floorplan.png
Bar = 20 µm. Pins as bars on the die edge.
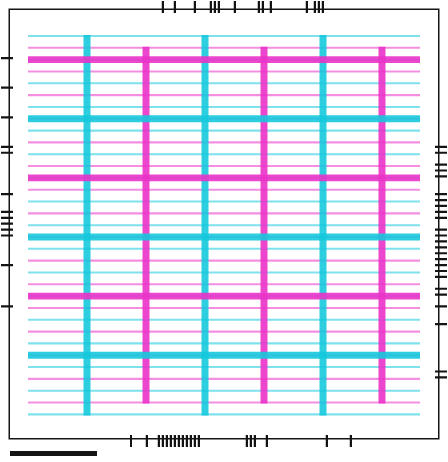
class_map.png
Bar = 20 µm.
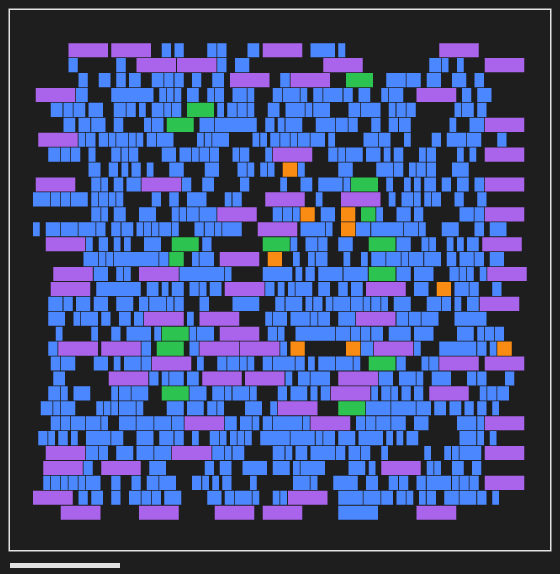
clock_wires.png
Bar = 20 µm.
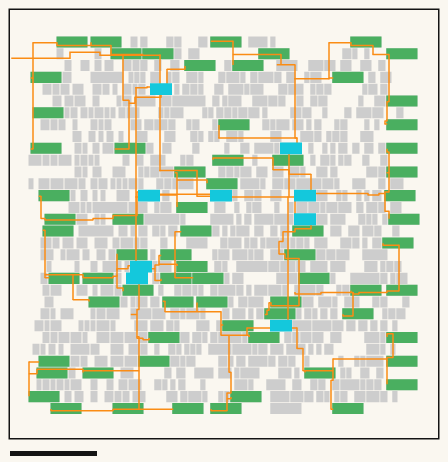
layers.png
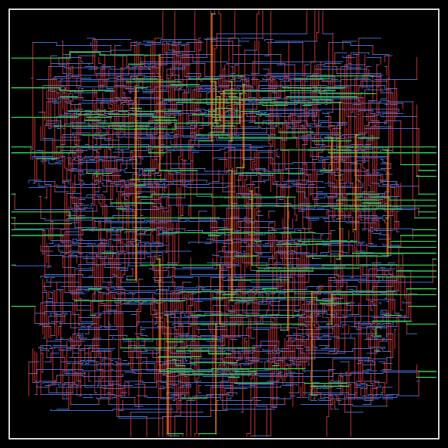
congestion_map.png
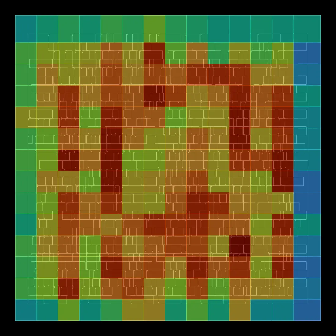
File: config.mk
export PLATFORM = sky130hd
export DESIGN_NAME = flash_addr_ctrl
export DESIGN_NICKNAME = d
export VERILOG_FILES = /design/src/rtl/flash_pkg.sv /design/src/rtl/flash_addr_shift.sv /design/src/rtl/flash_addr_ctrl.sv
export SDC_FILE = /design/constraint.sdc
export NUM_CORES = 1
export LEC_CHECK = 0
export CAP_MARGIN = 20
export CORE_MARGIN = 4
export CORE_UTILIZATION = 65
export DETAILED_ROUTE_END_ITERATION = 10
export DONT_BUFFER_PORTS = 1
export PLACE_DENSITY_LB_ADDON = 0.15
export SYNTH_ARGS = -nofsm -noshare
export SYNTH_HDL_FRONTEND = slang
export SYNTH_SLANG_ARGS = --single-unit
File: constraint.sdc
create_clock -name clkm -period 4.14 [get_ports clkm]
set_input_delay 1.035 -clock clkm [delete_from_list [all_inputs] [get_ports clkm]]
set_output_delay 1.035 -clock clkm [all_outputs]
set_load 0.005 [all_outputs]
File: src/rtl/flash_pkg.sv
// ----------------------------------------------------------------------------
// flash_pkg
//   Types and helpers shared by the flash address controller.
//   - io_mode_e : address-beat lane mode (x1/x2/x4/x8)
//   - state_e   : controller FSM state, also exported on the debug port
//   - lane_bits : number of address bits carried by one beat in a given mode
// ----------------------------------------------------------------------------
package flash_pkg;

    typedef enum logic [1:0] {
        IO_X1 = 2'd0,
        IO_X2 = 2'd1,
        IO_X4 = 2'd2,
        IO_X8 = 2'd3
    } io_mode_e;

    typedef enum logic [1:0] {
        ST_IDLE  = 2'd0,
        ST_SHIFT = 2'd1,
        ST_READY = 2'd2,
        ST_PROG  = 2'd3
    } state_e;

    function automatic logic [3:0] lane_bits(input io_mode_e mode);
        logic [3:0] bits;
        case (mode)
            IO_X1:   bits = 4'd1;
            IO_X2:   bits = 4'd2;
            IO_X4:   bits = 4'd4;
            default: bits = 4'd8;
        endcase
        return bits;
    endfunction

endpackage

File: src/rtl/flash_addr_shift.sv
// ----------------------------------------------------------------------------
// flash_addr_shift
//   Address register with serial shift-in and bit counter.
//   Ports:
//     clkm, rst    : clock, synchronous active-high reset
//     start_i      : first beat: latch mode_i, restart the bit count, shift
//     beat_i       : further beat using the latched mode
//     mode_i       : lane mode presented with the first beat
//     lanes_i      : address lanes (only the low lane_bits() bits are used)
//     load_i       : parallel load of load_val_i (address increments)
//     load_val_i   : value for a parallel load
//     addr_o       : current address
//     done_o       : combinational, this beat brings the count to ADDR_W
// ----------------------------------------------------------------------------
module flash_addr_shift
    import flash_pkg::*;
#(
    parameter int ADDR_W = 32,
    parameter int CNT_W  = $clog2(ADDR_W + 1)
) (
    input  logic              clkm,
    input  logic              rst,
    input  logic              start_i,
    input  logic              beat_i,
    input  io_mode_e          mode_i,
    input  logic [7:0]        lanes_i,
    input  logic              load_i,
    input  logic [ADDR_W-1:0] load_val_i,
    output logic [ADDR_W-1:0] addr_o,
    output logic              done_o
);

    logic [ADDR_W-1:0] addr_q, addr_d;
    logic [CNT_W-1:0]  cnt_q, cnt_d;
    io_mode_e          mode_q, mode_d;

    io_mode_e          eff_mode;
    logic [ADDR_W-1:0] shifted;
    logic [CNT_W-1:0]  cnt_next;
    logic              shifting;

    always_comb begin
        // The first beat uses the incoming mode; later beats use the latched
        // one so a mode change mid-capture has no effect.
        eff_mode = start_i ? mode_i : mode_q;
        shifting = start_i | beat_i;

        case (eff_mode)
            IO_X1:   shifted = {addr_q[ADDR_W-2:0], lanes_i[0]};
            IO_X2:   shifted = {addr_q[ADDR_W-3:0], lanes_i[1:0]};
            IO_X4:   shifted = {addr_q[ADDR_W-5:0], lanes_i[3:0]};
            default: shifted = {addr_q[ADDR_W-9:0], lanes_i};
        endcase

        cnt_next = (start_i ? '0 : cnt_q) + CNT_W'(lane_bits(eff_mode));

        addr_d = addr_q;
        cnt_d  = cnt_q;
        mode_d = mode_q;
        if (shifting) begin
            addr_d = shifted;
            cnt_d  = cnt_next;
            if (start_i) begin
                mode_d = mode_i;
            end
        end else if (load_i) begin
            addr_d = load_val_i;
        end

        done_o = shifting && (cnt_next == CNT_W'(ADDR_W));
    end

    always_ff @(posedge clkm) begin
        if (rst) begin
            addr_q <= '0;
            cnt_q  <= '0;
            mode_q <= IO_X1;
        end else begin
            addr_q <= addr_d;
            cnt_q  <= cnt_d;
            mode_q <= mode_d;
        end
    end

    assign addr_o = addr_q;

endmodule

File: src/rtl/flash_addr_ctrl.sv
// ----------------------------------------------------------------------------
// flash_addr_ctrl
//   Captures a serial flash address (x1/x2/x4/x8 lanes), tracks buffer
//   accesses against it and walks the program phase.
//   Ports:
//     clkm, rst        : clock, synchronous active-high reset
//     en_addr          : address beat valid, lanes on addr_in, mode io_mode
//     en_write_buf     : buffer byte written (page-wrapping increment)
//     en_read_buf      : buffer byte read (page wrap when wrap_en)
//     save_start_addr  : begin program phase from the first loaded byte
//     en_wr            : one byte programmed to memory
//     addr             : current address
//     wbyte_addr       : program byte pointer within the page
//     addr_done        : one-cycle pulse, capture finished
//     program_clr      : one-cycle pulse, program phase finished
//     wr_len           : bytes loaded into the buffer (saturating)
//     state            : FSM state (debug)
//
//   Handshake: every input strobe is a single-cycle qualifier sampled on the
//   rising edge; there is no back-pressure, so a strobe that arrives in a
//   state that does not accept it is dropped. In READY the priority is
//   en_addr > save_start_addr > en_write_buf > en_read_buf.
// ----------------------------------------------------------------------------
module flash_addr_ctrl
    import flash_pkg::*;
#(
    parameter int ADDR_W = 32,
    parameter int PAGE_W = 8
) (
    input  logic              clkm,
    input  logic              rst,
    input  logic              en_addr,
    input  logic [1:0]        io_mode,
    input  logic [7:0]        addr_in,
    input  logic              en_write_buf,
    input  logic              en_read_buf,
    input  logic              wrap_en,
    input  logic              save_start_addr,
    input  logic              en_wr,
    output logic [ADDR_W-1:0] addr,
    output logic [PAGE_W-1:0] wbyte_addr,
    output logic              addr_done,
    output logic              program_clr,
    output logic [PAGE_W:0]   wr_len,
    output logic [1:0]        state
);

    localparam logic [PAGE_W:0] LEN_MAX = {1'b1, {PAGE_W{1'b0}}};
    localparam logic [PAGE_W:0] LEN_ONE = {{PAGE_W{1'b0}}, 1'b1};

    state_e            state_q, state_d;
    logic [PAGE_W:0]   wr_len_q, wr_len_d;
    logic [PAGE_W:0]   prog_cnt_q, prog_cnt_d;
    logic [PAGE_W-1:0] wbyte_q, wbyte_d;
    logic              addr_done_q, addr_done_d;
    logic              program_clr_q, program_clr_d;

    logic              sh_start, sh_beat, sh_load, sh_done;
    logic [ADDR_W-1:0] sh_load_val;
    logic [ADDR_W-1:0] addr_cur;
    logic [ADDR_W-1:0] page_inc, full_inc;
    logic [PAGE_W:0]   prog_next;

    flash_addr_shift #(
        .ADDR_W (ADDR_W)
    ) u_shift (
        .clkm       (clkm),
        .rst        (rst),
        .start_i    (sh_start),
        .beat_i     (sh_beat),
        .mode_i     (io_mode_e'(io_mode)),
        .lanes_i    (addr_in),
        .load_i     (sh_load),
        .load_val_i (sh_load_val),
        .addr_o     (addr_cur),
        .done_o     (sh_done)
    );

    always_comb begin
        // Page increment rolls the offset only; full increment carries upward.
        page_inc  = {addr_cur[ADDR_W-1:PAGE_W], addr_cur[PAGE_W-1:0] + {{(PAGE_W-1){1'b0}}, 1'b1}};
        full_inc  = addr_cur + {{(ADDR_W-1){1'b0}}, 1'b1};
        prog_next = prog_cnt_q + LEN_ONE;

        state_d       = state_q;
        wr_len_d      = wr_len_q;
        prog_cnt_d    = prog_cnt_q;
        wbyte_d       = wbyte_q;
        addr_done_d   = 1'b0;
        program_clr_d = 1'b0;
        sh_start      = 1'b0;
        sh_beat       = 1'b0;
        sh_load       = 1'b0;
        sh_load_val   = addr_cur;

        case (state_q)
            ST_IDLE: begin
                if (en_addr) begin
                    sh_start = 1'b1;
                    wr_len_d = '0;
                    state_d  = ST_SHIFT;
                end
            end
            ST_SHIFT: begin
                if (en_addr) begin
                    sh_beat = 1'b1;
                end
            end
            ST_READY: begin
                if (en_addr) begin
                    sh_start = 1'b1;
                    wr_len_d = '0;
                    state_d  = ST_SHIFT;
                end else if (save_start_addr) begin
                    if (wr_len_q == '0) begin
                        program_clr_d = 1'b1;
                    end else begin
                        // First loaded byte sits wr_len bytes behind the
                        // current offset, wrapping within the page.
                        wbyte_d    = addr_cur[PAGE_W-1:0] - wr_len_q[PAGE_W-1:0];
                        prog_cnt_d = '0;
                        state_d    = ST_PROG;
                    end
                end else if (en_write_buf) begin
                    sh_load     = 1'b1;
                    sh_load_val = page_inc;
                    if (wr_len_q != LEN_MAX) begin
                        wr_len_d = wr_len_q + LEN_ONE;
                    end
                end else if (en_read_buf) begin
                    sh_load     = 1'b1;
                    sh_load_val = wrap_en ? page_inc : full_inc;
                end
            end
            default: begin // ST_PROG
                if (en_wr) begin
                    wbyte_d    = wbyte_q + {{(PAGE_W-1){1'b0}}, 1'b1};
                    prog_cnt_d = prog_next;
                    if (prog_next == wr_len_q) begin
                        program_clr_d = 1'b1;
                        state_d       = ST_IDLE;
                    end
                end
            end
        endcase

        if (sh_done) begin
            state_d     = ST_READY;
            addr_done_d = 1'b1;
        end
    end

    always_ff @(posedge clkm) begin
        if (rst) begin
            state_q       <= ST_IDLE;
            wr_len_q      <= '0;
            prog_cnt_q    <= '0;
            wbyte_q       <= '0;
            addr_done_q   <= 1'b0;
            program_clr_q <= 1'b0;
        end else begin
            state_q       <= state_d;
            wr_len_q      <= wr_len_d;
            prog_cnt_q    <= prog_cnt_d;
            wbyte_q       <= wbyte_d;
            addr_done_q   <= addr_done_d;
            program_clr_q <= program_clr_d;
        end
    end

    assign addr        = addr_cur;
    assign wbyte_addr  = wbyte_q;
    assign addr_done   = addr_done_q;
    assign program_clr = program_clr_q;
    assign wr_len      = wr_len_q;
    assign state       = state_q;

endmodule

==> reports/highlights.md <==
* **sequential element share of the synthesized area** 26.3%
* **combinational gate area** 3580 µm²
* **non-clock buffer count in the final layout** 9
* **antenna violations before repair** 0
* **cell breakdown of the critical path** nand2b_1 > a21o_1 > buf_4 > nor2_1 > fa_1 > nand3_1 > nand2_1 > xnor2_1 > or4_1 > nor3_1 > o31a_1
* **Via density** 7.07
* **CP Max Fanout** 20
* **Num Clock Sinks** 70
* **dominant combinational cell family by area after synthesis** simple AND/OR/NAND/NOR gates
* **required time at the worst-slack endpoint** 4.43 ns
* **worst reg2reg startpoint** state[0]
* **Mux cell area share** 1.74%
* **count of non-CTS inverters in the layout** 28
* **arrival time at the worst endpoint** 3.74 ns
* **clk root buf** sky130_fd_sc_hd__clkbuf_8
* **minimum clock period after layout** 3.45 ns
* **hold path depth** 2
* **number of global-route vias before repair** 5019
* **maximum root-to-sink buffer count** 2
* **share of synthesized registers carrying an async set or reset** 0%
* **total I/O pin count** 71
* **Final Net Count** 731
* **hold path endpoint** u_shift.cnt_q[1]
* **summed instance area of the synthesized netlist** 5320 µm²
* **chip area in the Yosys report** 5320 µm²
* **multi-input gate share of total cell area** 65.3%
* **classification of the worst-slack hold path** reg -> reg
* **reg-to-reg setup timing slack** 0.69 ns
* **number of sequential cells in the layout** 70
* **Setup Buffers After CTS** 0
* **max-slew headroom at the worst pin** 36.4%
* **max-slew violation count** 0
* **number of filler cells placed in the layout** 695
* **number of clock-tree buffers in the layout** 13
* **tap cells** 102
* **setup_tns** 0 ns
* **destination of the worst register-to-register timing path** state[1]
* **number of multi-input combinational cells** 577
* **highest clock rate** 290 MHz
* **footprint of the flip-flops and latches** 1400 µm²
* **Dominant flop cell** sky130_fd_sc_hd__dfxtp_1
* **Worst Reg2Reg Path Length in Cells** 11
* **PD cells** 278 nW/µm²
* **post-synthesis cell count** 724
* **Complex Gates by Area** 26.1%
* **global-route wire length before repair** 26000 µm
* **Slew @ Worst Pin** 0.952 ns
* **number of antenna cells inserted** 1
* **initial drt markers** 571
* **Clock transition at path regs** 0.08 ns
* **post-layout total power** 1520 µW
* **Synthesis Warnings** 0
* **Die Area** 9690 µm²
* **placed wire-length estimate after detailed placement** 11600 µm
* **outcome** finished clean
* **total of max-cap violations** 0
* **Post-CTS Resized** 0
* **Overflow after GRT** 0
* **total nets after synthesis** 760
* **warning total across the stage logs** 27
* **Buf/Inv on CP** 1
* **clock network area share** 3.54%
* **endpoints failing setup** 0
* **logic depth of the worst path, buffers included** 11
* **largest cell class by area** combinational gates
* **endpoint class of the critical path** register
* **share of the core filled by cells before placement** 67.8%
* **Post-synth EDFFs** 0
* **clock tree from TritonCTS** done
* **largest net degree at the start of global routing** 53
* **synthesis-stage register bit count** 70
* **final setup margin** 0.692 ns
* **critical path launch point type** register
* **Critical Path Slowest Stage Cell** sky130_fd_sc_hd__dfxtp_1
* **layout cell share with drive strength beyond 1** 7.44%
* **relative area of non-clock buffer cells in the final design** 1.23%
* **path type of the worst setup path** reg -> reg
* **tally of nets with antenna violations remaining after routing** 0
* **Non-Filler Instances** 802
* **port buffer count** 0
* **CTS Buf Count** 9
* **peak per-stage delay on the critical path** 0.59 ns
* **mean post-synth cell area** 7.35 µm²
* **Layout Area Growth over Synthesis** 2.94%
* **post-layout period usage** 83.3%
* **area after detailed placement** 5280 µm²
* **kind of cell adding the most delay to the critical path** simple AND/OR/NAND/NOR gates
-- floorplan.png (at the start) --
VDD: marked magenta. VSS: marked cyan.
71 signal pins sit on the boundary. 6 straps on met4. 33 met1 rails follow the rows. The core has 32 rows. 6 straps on met5.
die height: 98.5 µm
VDD IR max: 0.169 mV
width of the chip: 98.5 µm

-- class_map.png (at the start) --
clock drivers and dummy loads: marked green, cells 15, share of their area 3.6%. remaining logic cells: marked blue, cells 605, share of their area 69%. registers: marked purple, cells 70, share of their area 26%. remaining buffers and delay cells: marked orange, cells 9, share of their area 1.3%.
share of cell area taken by flip-flops and latches: 25.6%
finished layout cell area: 5480 µm²
post-route core utilization: 69.8%
floorplan row count: 32
total core area: 7850 µm²

-- clock_wires.png (at the start) --
clock wires: marked orange, length 988 µm. clock-net drivers: marked cyan, count 9. flip-flops: marked green, count 70.
There are 10 routed clock nets. Position of the flops: all over the die.
power of the clock network: 551 µW
worst setup skew after layout: 0.0142 ns
clk_lat worst skew: 0.35 ns

-- layers.png (at the start) --
M4: marked orange, wire length 454 µm. M1: marked blue, wire length 6840 µm. M2: marked red, wire length 7340 µm. M3: marked green, wire length 1700 µm.
via count of the routed design: 5667
wire per inst: 20.4 µm
global-route usage over all layers: 32.2%
total wire length after detailed routing: 16300 µm

-- congestion_map.png (at the start) --
global-route layer with the greatest usage: met2
Global Route met1 Usage: 44.7%
global-route met3 utilization: 8.56%

==> flip-flops by register name, summed over array words and instances (netlist names) <==
| name | flops |
|---|---|
| addr_done | 1 |
| prog_cnt_q | 9 |
| program_clr | 1 |
| state | 2 |
| u_shift.addr_o | 32 |
| u_shift.cnt_q | 6 |
| u_shift.mode_q | 2 |
| wbyte_addr | 8 |
| wr_len | 9 |
==> routing by layer <==
layer / GRT usage (%) / wire [µm]
met1: 44.7 / 6840
met2: 48.8 / 7340
met3: 8.56 / 1700
met4: 10.7 / 453
met5: 0 / 0
==> cell usage after synthesis, types with 17 or more instances <==
library cell / instances / share of area [%]
sky130_fd_sc_hd__o21ai_0: 31 / 2.9
sky130_fd_sc_hd__clkbuf_1: 20 / 1.4
sky130_fd_sc_hd__inv_1: 28 / 2.0
sky130_fd_sc_hd__buf_2: 20 / 1.9
sky130_fd_sc_hd__a211oi_1: 22 / 3.1
sky130_fd_sc_hd__nand3_1: 51 / 4.8
sky130_fd_sc_hd__a21oi_1: 59 / 5.6
sky130_fd_sc_hd__nor2_1: 75 / 5.3
sky130_fd_sc_hd__nor3_1: 20 / 1.9
sky130_fd_sc_hd__dfxtp_1: 70 / 26
sky130_fd_sc_hd__a31oi_1: 20 / 2.4
sky130_fd_sc_hd__nand2_1: 84 / 5.9
sky130_fd_sc_hd__o211ai_1: 17 / 2.4
sky130_fd_sc_hd__xnor2_1: 22 / 3.6
==> how the worst max path moves through the flow <==
stage | end | slack (ns) | start
final | state[1] | 0.69 | state[0]
after global routing | state[1] | 0.43 | state[0]
after CTS | state[1] | 0.74 | state[0]
after detailed placement | state[1] | 0.42 | en_addr
after global placement | state[1] | 0.58 | en_addr
after floorplan | state[1] | 0.42 | en_addr
==> report_power, final <==
part	switching [µW]	internal [µW]
Combinational	149	92.5
Sequential	41.0	691
Clock	270	280
Total	460	1060
==> cells in the final DEF, fill, tap and decap left out, types with 22 or more instances in the layout <==
cell type,synthesis,final
sky130_fd_sc_hd__nand2_1,84,84
sky130_fd_sc_hd__nor2_1,75,75
sky130_fd_sc_hd__dfxtp_1,70,70
sky130_fd_sc_hd__a21oi_1,59,59
sky130_fd_sc_hd__nand3_1,51,51
sky130_fd_sc_hd__o21ai_0,31,31
sky130_fd_sc_hd__inv_1,28,28
sky130_fd_sc_hd__a211oi_1,22,22
sky130_fd_sc_hd__xnor2_1,22,22
==> worst reg2reg max path: stages (launching register included) <==
cell,delay (ns)
sky130_fd_sc_hd__dfxtp_1,0.59
sky130_fd_sc_hd__nand2b_1,0.52
sky130_fd_sc_hd__a21o_1,0.24
sky130_fd_sc_hd__buf_4,0.24
sky130_fd_sc_hd__nor2_1,0.12
sky130_fd_sc_hd__fa_1,0.47
sky130_fd_sc_hd__nand3_1,0.09
sky130_fd_sc_hd__nand2_1,0.09
sky130_fd_sc_hd__xnor2_1,0.14
sky130_fd_sc_hd__or4_1,0.39
sky130_fd_sc_hd__nor3_1,0.31
sky130_fd_sc_hd__o31a_1,0.19
Power figures rest on the tool's default switching activity, not on a simulated workload.
